## src/rtl/cbi980_pkg.sv

```systemverilog
// Shared CBI980 definitions: register map, LCFR field layout, slot geometry,
// serializer config/debug structs and sample-width helpers.
package cbi980_pkg;

  localparam int SLOT_W  = 32;
  localparam int DATA_W  = 32;
  localparam int FRAME_W = 2 * SLOT_W;

  localparam logic [7:0] CVR_ADDR    = 8'h00;
  localparam logic [7:0] CR_ADDR     = 8'h04;
  localparam logic [7:0] SR_ADDR     = 8'h08;
  localparam logic [7:0] LCFR_ADDR   = 8'h0C;
  localparam logic [7:0] DOUT1R_ADDR = 8'h10;
  localparam logic [7:0] DOUT0R_ADDR = 8'h14;
  localparam logic [7:0] DIN1R_ADDR  = 8'h18;
  localparam logic [7:0] DIN0R_ADDR  = 8'h1C;

  localparam int LCFR_MCLK_RATE_OFF = 0;
  localparam int LCFR_MCLK_RATE_W   = 3;
  localparam int LCFR_OCTET_CNT_OFF = 4;
  localparam int LCFR_OCTET_CNT_W   = 3;
  localparam int LCFR_RJUST_OFF     = 8;
  localparam int LCFR_LSB_FIRST_OFF = 9;

  typedef struct packed {
    logic [LCFR_MCLK_RATE_W-1:0] mclk_rate;
    logic [LCFR_OCTET_CNT_W-1:0] octet_cnt;
    logic                        rjust;
    logic                        lsb_first;
  } tx_cfg_t;

  typedef struct packed {
    logic [1:0] state;
    logic [5:0] bit_cnt;
    logic       fall_stb;
    logic       rise_stb;
  } tx_dbg_t;

  // Sample width in bits; 0 and anything above 4 octets mean a full 32-bit sample.
  function automatic logic [5:0] octet_bits(input logic [2:0] octet_cnt);
    logic [5:0] n;
    case (octet_cnt)
      3'd1:    n = 6'd8;
      3'd2:    n = 6'd16;
      3'd3:    n = 6'd24;
      default: n = 6'd32;
    endcase
    return n;
  endfunction

  function automatic logic [31:0] bit_reverse32(input logic [31:0] d);
    logic [31:0] r;
    for (int i = 0; i < 32; i++) r[i] = d[31-i];
    return r;
  endfunction

endpackage

```

## src/rtl/cbi980_bclk_gen.sv

```systemverilog
// Bit-clock divider: bclk half-period is mclk_rate+1 clk cycles while run is high;
// strobes flag the clk cycle whose closing edge makes bclk fall or rise.
module cbi980_bclk_gen (
  input  logic       clk,
  input  logic       rst,
  input  logic       run,
  input  logic [2:0] mclk_rate,
  output logic       bclk,
  output logic       fall_stb,
  output logic       rise_stb
);

  logic [2:0] div_cnt;
  logic       term;

  assign term     = run && (div_cnt >= mclk_rate);
  assign fall_stb = term && bclk;
  assign rise_stb = term && !bclk;

  always_ff @(posedge clk or negedge rst) begin
    if (!rst) begin
      div_cnt <= '0;
      bclk    <= 1'b0;
    end else if (!run) begin
      div_cnt <= '0;
      bclk    <= 1'b0;
    end else if (term) begin
      div_cnt <= '0;
      bclk    <= ~bclk;
    end else begin
      div_cnt <= div_cnt + 3'd1;
    end
  end

endmodule

```

## src/rtl/cbi980_tx_serializer.sv

```systemverilog
// CBI980 transmit serializer: 2-slot x 32-bit frames from the ch0/ch1 TX FIFOs.
// Optional build macro CBI980_TX_REPEAT_EN: underflowed slots repeat the channel's last word.
module cbi980_tx_serializer
  import cbi980_pkg::*;
(
  input  logic              clk,
  input  logic              rst,
  input  logic              txen,
  input  logic [2:0]        mclk_rate,
  input  logic [2:0]        octet_cnt,
  input  logic              rjust,
  input  logic              lsb_first,
  input  logic [DATA_W-1:0] ch0_data,
  input  logic              ch0_valid,
  output logic              ch0_ready,
  input  logic [DATA_W-1:0] ch1_data,
  input  logic              ch1_valid,
  output logic              ch1_ready,
  output logic              bclk,
  output logic              lrclk,
  output logic              sdout,
  output logic [1:0]        tx_unf,
  output logic              busy,
  output tx_dbg_t           dbg
);

  localparam logic [1:0] ST_IDLE  = 2'd0;
  localparam logic [1:0] ST_RUN   = 2'd1;
  localparam logic [1:0] ST_DRAIN = 2'd2;

  logic [1:0]  state;
  logic [5:0]  bit_cnt;
  logic [31:0] shreg;
  logic        sdout_q;
  tx_cfg_t     cfg_q;
  tx_cfg_t     cfg_live;

  logic        run;
  logic        fall_stb;
  logic        rise_stb;
  logic        frame_end;
  logic        start_load;
  logic        wrap_load;
  logic        mid_load;
  logic        frame_load;
  logic        load;
  logic        load_ch;

  logic [2:0]  eff_octet;
  logic        eff_rjust;
  logic        eff_lsb;
  logic        valid_sel;
  logic [31:0] data_sel;
  logic [31:0] fill_word;
  logic [31:0] raw_word;
  logic [31:0] slot_word;
  logic [5:0]  n_bits;
  logic [5:0]  pad;
  logic [31:0] sample;

  cbi980_bclk_gen u_bclk_gen (
    .clk       (clk),
    .rst       (rst),
    .run       (run),
    .mclk_rate (cfg_q.mclk_rate),
    .bclk      (bclk),
    .fall_stb  (fall_stb),
    .rise_stb  (rise_stb)
  );

  assign run        = (state != ST_IDLE);
  assign frame_end  = fall_stb && (bit_cnt == 6'd63);
  // rst term keeps the combinational pop/underflow strobes quiet while reset is held.
  assign start_load = rst && (state == ST_IDLE) && txen;
  assign wrap_load  = frame_end && txen;
  assign mid_load   = fall_stb && (bit_cnt == 6'd31);
  assign frame_load = start_load || wrap_load;
  assign load       = frame_load || mid_load;
  assign load_ch    = mid_load;

  assign cfg_live  = {mclk_rate, octet_cnt, rjust, lsb_first};
  assign eff_octet = frame_load ? octet_cnt : cfg_q.octet_cnt;
  assign eff_rjust = frame_load ? rjust     : cfg_q.rjust;
  assign eff_lsb   = frame_load ? lsb_first : cfg_q.lsb_first;

  assign valid_sel = load_ch ? ch1_valid : ch0_valid;
  assign data_sel  = load_ch ? ch1_data  : ch0_data;

`ifdef CBI980_TX_REPEAT_EN
  logic [31:0] last0;
  logic [31:0] last1;

  always_ff @(posedge clk or negedge rst) begin
    if (!rst) begin
      last0 <= '0;
      last1 <= '0;
    end else begin
      if (ch0_ready) last0 <= ch0_data;
      if (ch1_ready) last1 <= ch1_data;
    end
  end

  assign fill_word = load_ch ? last1 : last0;
`else
  assign fill_word = '0;
`endif

  assign raw_word = valid_sel ? data_sel : fill_word;

  // slot_word[31] is slot bit 0, so the shifter always sends its MSB first.
  always_comb begin
    n_bits = octet_bits(eff_octet);
    pad    = 6'd32 - n_bits;
    sample = raw_word & (32'hFFFF_FFFF >> pad);
    if (eff_lsb) sample = bit_reverse32(sample) >> pad;
    slot_word = eff_rjust ? sample : (sample << pad);
  end

  // Pop handshake: ready is a one-cycle strobe raised only on a load cycle for
  // the slot's channel while its valid is high; a word is taken when valid&ready.
  // On a load cycle with valid low, tx_unf pulses for that channel instead.
  assign ch0_ready = load && !load_ch && ch0_valid;
  assign ch1_ready = load &&  load_ch && ch1_valid;
  assign tx_unf    = {load &&  load_ch && !ch1_valid,
                      load && !load_ch && !ch0_valid};

  assign lrclk = bit_cnt[5];
  assign sdout = sdout_q;
  assign busy  = run;
  assign dbg   = '{state: state, bit_cnt: bit_cnt, fall_stb: fall_stb, rise_stb: rise_stb};

  always_ff @(posedge clk or negedge rst) begin
    if (!rst) begin
      state   <= ST_IDLE;
      bit_cnt <= '0;
      shreg   <= '0;
      sdout_q <= 1'b0;
      cfg_q   <= '0;
    end else begin
      case (state)
        ST_IDLE:  if (txen) state <= ST_RUN;
        ST_RUN: begin
          if (frame_end && !txen) state <= ST_IDLE;
          else if (!txen)         state <= ST_DRAIN;
        end
        ST_DRAIN: begin
          if (frame_end) state <= txen ? ST_RUN : ST_IDLE;
          else if (txen) state <= ST_RUN;
        end
        default:  state <= ST_IDLE;
      endcase

      if (frame_load) cfg_q <= cfg_live;

      if (start_load)    bit_cnt <= '0;
      else if (fall_stb) bit_cnt <= bit_cnt + 6'd1;

      if (load) begin
        sdout_q <= slot_word[31];
        shreg   <= {slot_word[30:0], 1'b0};
      end else if (fall_stb) begin
        sdout_q <= shreg[31];
        shreg   <= {shreg[30:0], 1'b0};
      end

      // Last frame finished with no successor: leave the data line low.
      if (frame_end && !txen) begin
        sdout_q <= 1'b0;
        shreg   <= '0;
      end
    end
  end

endmodule

```

## config.mk

```make
export PLATFORM = sky130hd
export DESIGN_NAME = cbi980_tx_serializer
export DESIGN_NICKNAME = d
export VERILOG_FILES = /design/src/rtl/cbi980_pkg.sv /design/src/rtl/cbi980_bclk_gen.sv /design/src/rtl/cbi980_tx_serializer.sv
export SDC_FILE = /design/constraint.sdc
export NUM_CORES = 1
export LEC_CHECK = 0
export CAP_MARGIN = 10
export CORE_UTILIZATION = 60
export CTS_CLUSTER_SIZE = 24
export DETAILED_ROUTE_END_ITERATION = 8
export DONT_BUFFER_PORTS = 1
export PLACE_DENSITY_LB_ADDON = 0.05
export SYNTH_ARGS = -nofsm -noshare
export SYNTH_HDL_FRONTEND = slang
export SYNTH_HIERARCHICAL = 1
export SYNTH_SLANG_ARGS = --single-unit
```

## constraint.sdc

```tcl
create_clock -name clk -period 7.1 [get_ports clk]
set_input_delay 1.42 -clock clk [delete_from_list [all_inputs] [get_ports clk]]
set_output_delay 1.42 -clock clk [all_outputs]
set_load 0.01 [all_outputs]
```

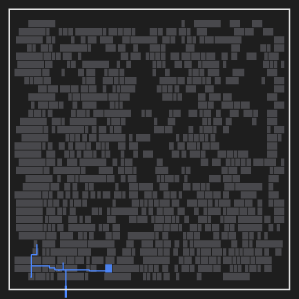
*Wires at chosen ports, followed through buffers, run 1*
Scale: 3 px per um.
color	port	direction	end cells	wire
blue	busy	output	1	49.5 um

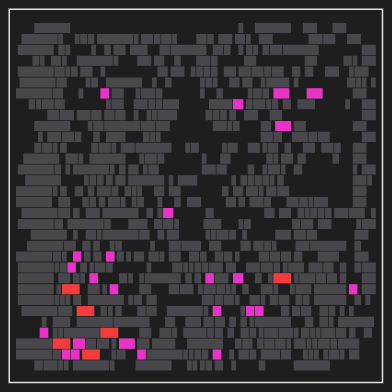
*Gate-type map, run 1*
Scale: 4 px per um.
color	family	cells	most used
magenta	AND and OR gates	24	and3_1
red	adder and majority cells	6	ha_1

==> impl_metrics.env, run 1 <==
# source this file to load flow results
export IMPL_async_flop_share=1.000
export IMPL_synth_largest_area_cell="dfrtp_1"
export IMPL_gp_congestion=1.037
export IMPL_fp_utilization=0.6320
export IMPL_clockBufferDepth=2
export IMPL_status="finished clean"
export IMPL_ir_worst_vdd_uv=183.3
export IMPL_ys_cells=624
export IMPL_htree_levels=2
export IMPL_report_final_slew_viol_count=0
export IMPL_cts_tree="done"
export IMPL_clockPowerShare=0.126
export IMPL_hp_start="cfg_q[7]"
export IMPL_whs_endpoint="cfg_q[7]"
export IMPL_total_power_mw=1.527
export IMPL_critical_path_arrival_ns=6.66
export IMPL_internal_power_mw=0.7597
export IMPL_ys_warn_count=6
export IMPL_yosys_area_top_type_share=0.2624
export IMPL_switching_share=0.5025
export IMPL_r2r_start="u_bclk_gen/div_cnt[0]"
export IMPL_finClkSkew_ns=0.01997
export IMPL_cts_hold_fix_buffers=0
export IMPL_start_kind="flip-flop"
export IMPL_drive_above_1_share=0.09603
export IMPL_core_sq_um=7848
export IMPL_synth_distinct_cells=77
export IMPL_rr_worst_depth=17
export IMPL_grt_usage=0.4150
export IMPL_clk_pin_slew_ns=0.12
export IMPL_dp_cells=698
export IMPL_post_drt_wl_per_cell_um=25.08
export IMPL_grt_pass1_wl_mm=27.35
export IMPL_insertion_delay_ns=0.33
export IMPL_synth_seq_share=0.2624
export IMPL_die_width_um=92.92
export IMPL_max_cap_violations=0
export IMPL_syn_to_final_growth_pct=2.397
export IMPL_p_sw_mw=0.7673
export IMPL_ant_nets=0
export IMPL_drt_iter0_drc=885
export IMPL_num_rows=32
export IMPL_dr_pass1_iters=8
export IMPL_p_leak_nw=2.155
export IMPL_cts_buffers_inserted=5
export IMPL_warning_count=26
export IMPL_vias_per_cell=7.693
export IMPL_dp_hpwl_mm=12.99
export IMPL_wirelength_mm=17.70
export IMPL_avgSynthCellArea_sq_um=7.948
export IMPL_grt_overflow=0
export IMPL_crit_path_end="shreg[29]"
export IMPL_rsz0062_at_grt="false"
export IMPL_syn_area_sq_um=4960
export IMPL_placed_area_sq_um=4982
export IMPL_grt_max_degree=54
export IMPL_port_buffers=0
export IMPL_setup_tns_final_ns=0
export IMPL_clkSinkCount=52
export IMPL_num_nets_final=686
export IMPL_finalSetupViolCount=0
export IMPL_dr_total_vias=5431
export IMPL_pre_cts_ws_ns=0.8752
export IMPL_ys_flops=52
export IMPL_grt_pass1_vias=4962
export IMPL_r2r_end="shreg[29]"
export IMPL_cts_resized=0
export IMPL_sequentialPowerShare=0.314
export IMPL_p_per_area_nw_per_um2=300.7
export IMPL_fin_crit_ns=6.452
export IMPL_fin_cells=706
export IMPL_crit_start="u_bclk_gen/div_cnt[0]"
export IMPL_holdPathStages=2
export IMPL_synth_chip_area_sq_um=4960
export IMPL_die_height_um=92.92
export IMPL_root_buffer="clkbuf_8"
export IMPL_end_kind="flip-flop"
export IMPL_num_io_pins=95
export IMPL_synth_area_top_cells="dfrtp_1 (26%), mux2i_1 (7.5%), nand2_1 (6.4%)"
export IMPL_fmax_mhz=155.0
export IMPL_layout_setup_ws_ns=0.6484
export IMPL_min_path_type="flip-flop to flip-flop"
export IMPL_worstPathMaxFanout=29
export IMPL_tightest_slew_ns=1.027
export IMPL_flop_cell="dfrtp_1"
export IMPL_syn_nets=707
export IMPL_critPathKind="flip-flop to flip-flop"
export IMPL_synthCells=624
export IMPL_fin_area_sq_um=5079
export IMPL_drc=0
export IMPL_combPwrFrac=0.560
export IMPL_slew_headroom=0.3151
export IMPL_post_cts_setup_buffers=0
export IMPL_hold_viol_final=0
export IMPL_edf_count=0
export IMPL_chipArea_sq_um=8634
export IMPL_cp_required_ns=7.31
export IMPL_antenna_found_initial=0
export IMPL_r2r_slack_ns=0.65
export IMPL_diodes=0
export IMPL_fin_crit_sh=0.9087
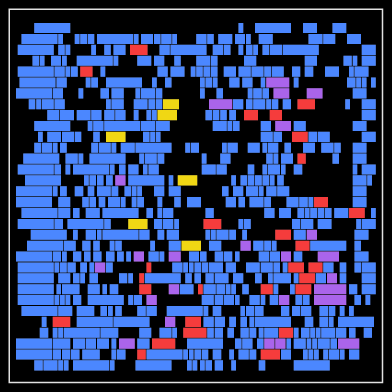
*Sizing map, run 1*
Scale: 4 px per um.
color	size	cells	most used
blue	drive 1 or less	546	nand2_1
yellow	drive 6 and up	6	clkbuf_8
purple	drive 3 to 4	24	buf_4
red	drive 2	28	mux2_2

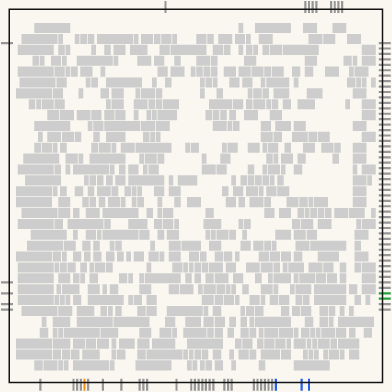
*Pin map, run 1*
Scale: 4 px per um. Pins as bars across the die edge, other pins in gray.
color	port	pins	direction	edge
green	tx_unf	2	output	east
orange	busy	1	output	south
blue	octet_cnt	3	input	south
all pins by edge	50 east, 31 south, 9 north, 5 west

-- run 1: sequential cells by signal (all words and copies together) (netlist names) --
name / count
state: 2
cfg_q: 8
bit_cnt: 6
shreg: 31
u_bclk_gen/div_cnt: 3
sdout: 1
u_bclk_gen/bclk: 1
-- run 1: per-layer routing --
metal / track usage / routed length (um) / part of all wire
met1: 0.5886 / 6872 / 0.39
met2: 0.6324 / 7556 / 0.43
met3: 0.07307 / 2543 / 0.14
met4: 0.1487 / 733 / 0.041
met5: 0 / 0 / 0
-- run 1: cell families after synthesis --
| kind of cell | count (synthesis) | share of synthesized area |
|---|---|---|
| AND-OR/OR-AND | 240 | 0.3443 |
| XOR/XNOR | 8 | 0.01413 |
| adder cells (fa/ha/maj) | 6 | 0.01514 |
| buffers and inverters | 54 | 0.05121 |
| flip-flops | 52 | 0.2624 |
| multiplexers | 48 | 0.1062 |
| AND/OR/NAND/NOR | 216 | 0.2066 |
-- run 1: power groups by stage --
stage	Clock, mW	Combinational [mW]	Sequential, mW
after floorplan	0	0.606	0.453
after global placement	0	0.805	0.477
after CTS	0.192	0.819	0.475
after global routing	0.203	0.906	0.487
final	0.192	0.856	0.480
after detailed placement	0	0.813	0.480
-- run 1: cell usage after synthesis, types with 4 or more instances --
master	n
a22o_1	5
buf_2	11
a211oi_1	6
ha_1	6
nor3_1	17
o22ai_1	17
mux2_2	6
xnor2_1	4
xor2_1	4
dfrtp_1	52
nand2_1	84
and3_1	8
nor2_1	51
o22a_1	12
nand2b_1	8
nor3b_1	4
o211ai_1	17
o21a_1	5
a22oi_1	11
o31ai_1	4
a2bb2oi_1	9
o221ai_1	4
a32o_1	4
a21o_1	5
nand3_1	14
o21ai_0	52
a31oi_1	9
o32ai_1	5
o21ai_1	5
mux2i_1	37
inv_1	11
buf_4	6
nor2b_1	5
a21oi_1	30
and2_1	5
o211a_1	4
clkbuf_1	20
-- run 1: critical path: stages (launching register included) --
cell	delay, ns
dfrtp_1	0.37
inv_1	0.06
ha_1	0.26
nand2b_1	0.11
a31oi_2	0.16
and3b_1	0.62
and4_4	0.44
a41o_2	0.56
mux2_4	0.51
inv_2	0.46
ha_1	0.45
nand2_1	0.12
a21oi_1	0.49
o21ai_1	0.38
nor2_1	0.44
o21ai_0	0.24
a32o_1	0.31
a211oi_1	0.34
-- run 1: layout make-up --
type,instances,area (sq um)
tap,102,127.6
clock inverter,3,27.53
inverter,14,52.55
multi-input combinational,518,3411
clock buffer,5,68.82
sequential,52,1301
fill,670,2769
timing repair buffer,12,90.09
-- run 1: stage by stage --
stage	hold WS [ns]	util
2_1_floorplan	0.4387	-
3_3_place_gp	0.4537	0.6349
3_5_place_dp	0.4656	0.6349
4_1_cts	0.4888	0.6472
5_1_grt	0.5096	0.6472
6_report	0.4833	0.6472
-- run 1: cells in the final DEF (no fill, tap or decap), drive strengths merged, types with 12 or more instances in the layout --
cell    netlist  routed
o211ai       17      17
nor3         19      19
nand3        16      16
dfrtp        52      52
a21oi        33      33
buf          20      12
nand2        85      85
mux2i        40      40
inv          14      15
o21ai        58      58
nor2         51      51
o22a         12      12
o22ai        18      18
### Cell outlines without signal wires, run 1

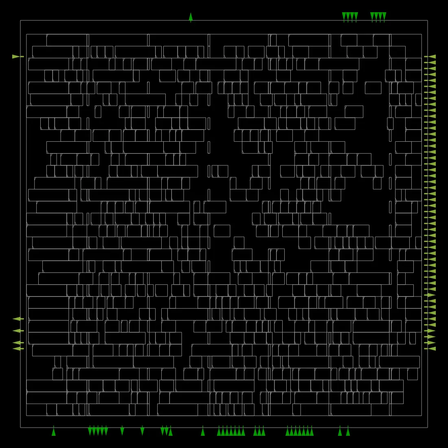

==> run 2, diff against run 1 <==
--- a/config.mk
+++ b/config.mk
@@ -6,10 +6,9 @@
 export NUM_CORES = 1
 export LEC_CHECK = 0
 export CAP_MARGIN = 10
-export CORE_UTILIZATION = 60
+export CORE_UTILIZATION = 54
 export CTS_CLUSTER_SIZE = 24
 export DETAILED_ROUTE_END_ITERATION = 8
-export DONT_BUFFER_PORTS = 1
 export PLACE_DENSITY_LB_ADDON = 0.05
 export SYNTH_ARGS = -nofsm -noshare
 export SYNTH_HDL_FRONTEND = slang
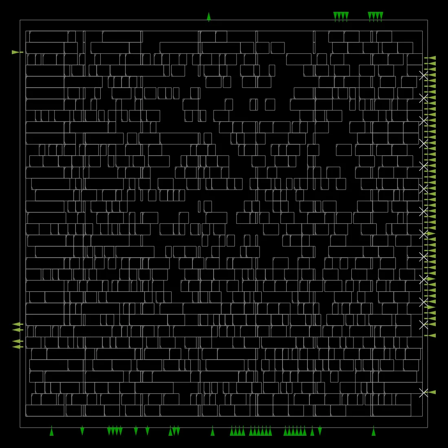
*Cell outlines without signal wires, run 2*
final core occ: 0.6870
row count: 34

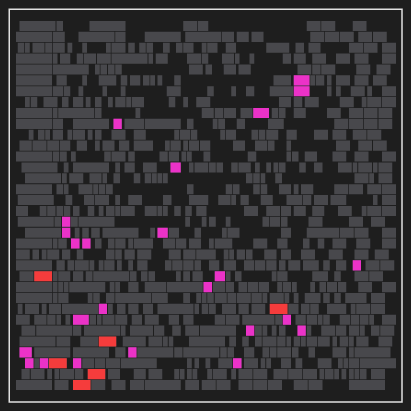
*Gate-type map, run 2*
Scale: 4 px per um.
color	family	cells	most used	where
magenta	AND and OR gates	24	and3_1	spread over the die
red	adder and majority cells	6	ha_1	south-west

==> run 2 against run 1 <==
Net effect:
- the flow now finishes with violations (design-rule violations)
- clock-buffer cell count stayed put
- routed wire length is 9.4% higher
- sequential cell count stayed put
- critical path type is now input pin to flip-flop
- largest power group unchanged
- highest routed layer unchanged
==> impl_metrics.env, run 2 <==
# source this file to load flow results
export IMPL_htree_levels=2
export IMPL_grt_busiest_layer="met2"
export IMPL_max_stage_delay_ns=0.58
export IMPL_layout_setup_ws_ns=1.534
export IMPL_antenna_found_initial=0
export IMPL_die_width_um=97.84
export IMPL_report_final_slew_viol_count=0
export IMPL_grt_pass1_vias=5572
export IMPL_syn_nets=707
export IMPL_async_flop_share=1.000
export IMPL_ys_warn_count=6
export IMPL_critical_path_arrival_ns=5.81
export IMPL_cts_hold_fix_buffers=0
export IMPL_fin_crit_sh=0.7839
export IMPL_edf_count=0
export IMPL_chipArea_sq_um=9572
export IMPL_gp_congestion=1.118
export IMPL_synth_largest_area_cell="dfrtp_1"
export IMPL_grt_max_degree=53
export IMPL_ys_flops=52
export IMPL_most_common_cell="nand2_1"
export IMPL_num_io_pins=95
export IMPL_post_drt_wl_per_cell_um=23.91
export IMPL_yosys_area_top_type_share=0.2624
export IMPL_num_nets_final=784
export IMPL_synthCells=624
export IMPL_dp_hpwl_mm=14.48
export IMPL_rsz0062_at_grt="false"
export IMPL_synth_chip_area_sq_um=4960
export IMPL_post_cts_setup_buffers=0
export IMPL_synth_distinct_cells=77
export IMPL_insertion_delay_ns=0.32
export IMPL_syn_to_final_growth_pct=21.97
export IMPL_cts_resized=0
export IMPL_top_regs="shreg x31, cfg_q x8, bit_cnt x6"
export IMPL_dr_pass1_iters=8
export IMPL_root_buffer="clkbuf_8"
export IMPL_met3_usage=0.07158
export IMPL_setup_tns_final_ns=0
export IMPL_ant_nets=0
export IMPL_die_height_um=97.84
export IMPL_drc=26
export IMPL_min_path_type="flip-flop to flip-flop"
export IMPL_ir_worst_vdd_uv=194.3
export IMPL_wirelength_mm=19.36
export IMPL_clk_pin_slew_ns=0.11
export IMPL_critPathKind="input pin to flip-flop"
export IMPL_fin_cells=810
export IMPL_synth_area_top_cells="dfrtp_1 (26%), mux2i_1 (7.5%), nand2_1 (6.4%)"
export IMPL_final_common_cell="clkdlybuf4s50_1"
export IMPL_largest_reg_flops=31
export IMPL_fp_utilization=0.5632
export IMPL_clkSinkCount=52
export IMPL_dp_cells=802
export IMPL_hold_viol_final=0
export IMPL_grt_overflow=0
export IMPL_port_buffers=94
export IMPL_drt_iter0_drc=698
export IMPL_synthTopCellsByCount="nand2_1 (84), dfrtp_1 (52), o21ai_0 (52), nor2_1 (51), mux2i_1 (37)"
export IMPL_ys_cells=624
export IMPL_finClkSkew_ns=0.01501
export IMPL_synth_seq_share=0.2624
export IMPL_syn_area_sq_um=4960
export IMPL_diodes=0
export IMPL_final_cell_mix="clkdlybuf4s50_1 (93), nand2_1 (84), o21ai_0 (52), dfrtp_1 (52), nor2_1 (51)"
export IMPL_nFillCells=749
export IMPL_max_cap_violations=0
export IMPL_crit_slowest_cell="clkdlybuf4s50_1"
export IMPL_flop_cell="dfrtp_1"
export IMPL_avgSynthCellArea_sq_um=7.948
export IMPL_met2_usage=0.6143
export IMPL_end_kind="flip-flop"
export IMPL_cp_required_ns=7.34
export IMPL_p_per_area_nw_per_um2=267.8
export IMPL_status="complete, but fails checks"
export IMPL_p_leak_nw=2.535
export IMPL_warning_count=26
export IMPL_fin_crit_ns=5.566
export IMPL_top_register="shreg"
export IMPL_tightest_slew_ns=1.069
export IMPL_dr_total_vias=5748
export IMPL_start_kind="input pin"
export IMPL_violations="design-rule violations"
export IMPL_finalSetupViolCount=0
export IMPL_crit_chain="clkdlybuf4s50_1, nor4bb_2, buf_4, a41o_2, mux2_4, inv_2, ha_1, nand2_1, mux2_2, mux2i_4, nand3_2, o22ai_1, o21ai_0, a32o_1, a211oi_2"
export IMPL_r2r_slack_ns=1.65
export IMPL_worstPathMaxFanout=27
export IMPL_cts_buffers_inserted=5
export IMPL_cts_tree="done"
export IMPL_grt_pass1_wl_mm=30.57
## run 2: layout make-up
class                           count  area, sq um  share of cell area
Clock buffer                        5        68.82             0.01138
Clock inverter                      3        25.02            0.004137
Inverter                           14        52.55            0.008687
Multi-Input combinational cell    518         3411              0.5638
Sequential cell                    52         1301              0.2151
Tap cell                          108        135.1             0.02234
Timing Repair Buffer              110         1056              0.1746
## run 2: stage by stage
step	power (mW)	utilization	hold slack (ns)	instance area, sq um
6_report	1.620	0.6870	0.4998	6050
5_1_grt	1.692	0.6870	0.5347	6050
4_1_cts	1.576	0.6870	0.5001	6050
3_5_place_dp	1.385	0.6763	0.4716	5956
3_3_place_gp	1.370	0.6763	0.4537	5956
2_1_floorplan	1.060	-	0.4387	4960
## run 2: per-layer routing
layer | vias up | share of wire
met4 | 0 | 0.044
met2 | 450 | 0.43
met1 | 2711 | 0.41
met5 | - | 0
met3 | 70 | 0.12
li1 | 2517 | -
## run 2: logic make-up after synthesis
kind of cell	share of synthesized area
multiplexers	0.1062
XOR/XNOR	0.01413
buffers and inverters	0.05121
AND/OR/NAND/NOR	0.2066
AND-OR/OR-AND	0.3443
flip-flops	0.2624
adder cells (fa/ha/maj)	0.01514
## run 2: worst paths after layout
| path | startpoint | depth (start not counted) | end |
|---|---|---|---|
| setup / recovery | txen | 15 | shreg[28] |
| hold / removal | shreg[4] | 2 | shreg[4] |
| setup reg to reg | cfg_q[7] | 18 | shreg[28] |
| hold reg to reg | shreg[4] | 2 | shreg[4] |
| max in group asynchronous | rst | 2 | sdout |
| min in group asynchronous | rst | 2 | cfg_q[6] |
## run 2: critical path: cells and delay by family
kind	cells	cell delay, ns
compound gates	5	1.45
fa+ha+maj	1	0.32
mux	3	1.01
simple gates	3	0.62
buf+inv	3	0.96
## run 2: where the power goes
part	internal [mW]	total, mW	switching [mW]
Combinational	0.361	0.953	0.592
Clock	0.0724	0.192	0.120
Sequential	0.393	0.475	0.0821
Power is estimated from default activity; no workload was simulated.
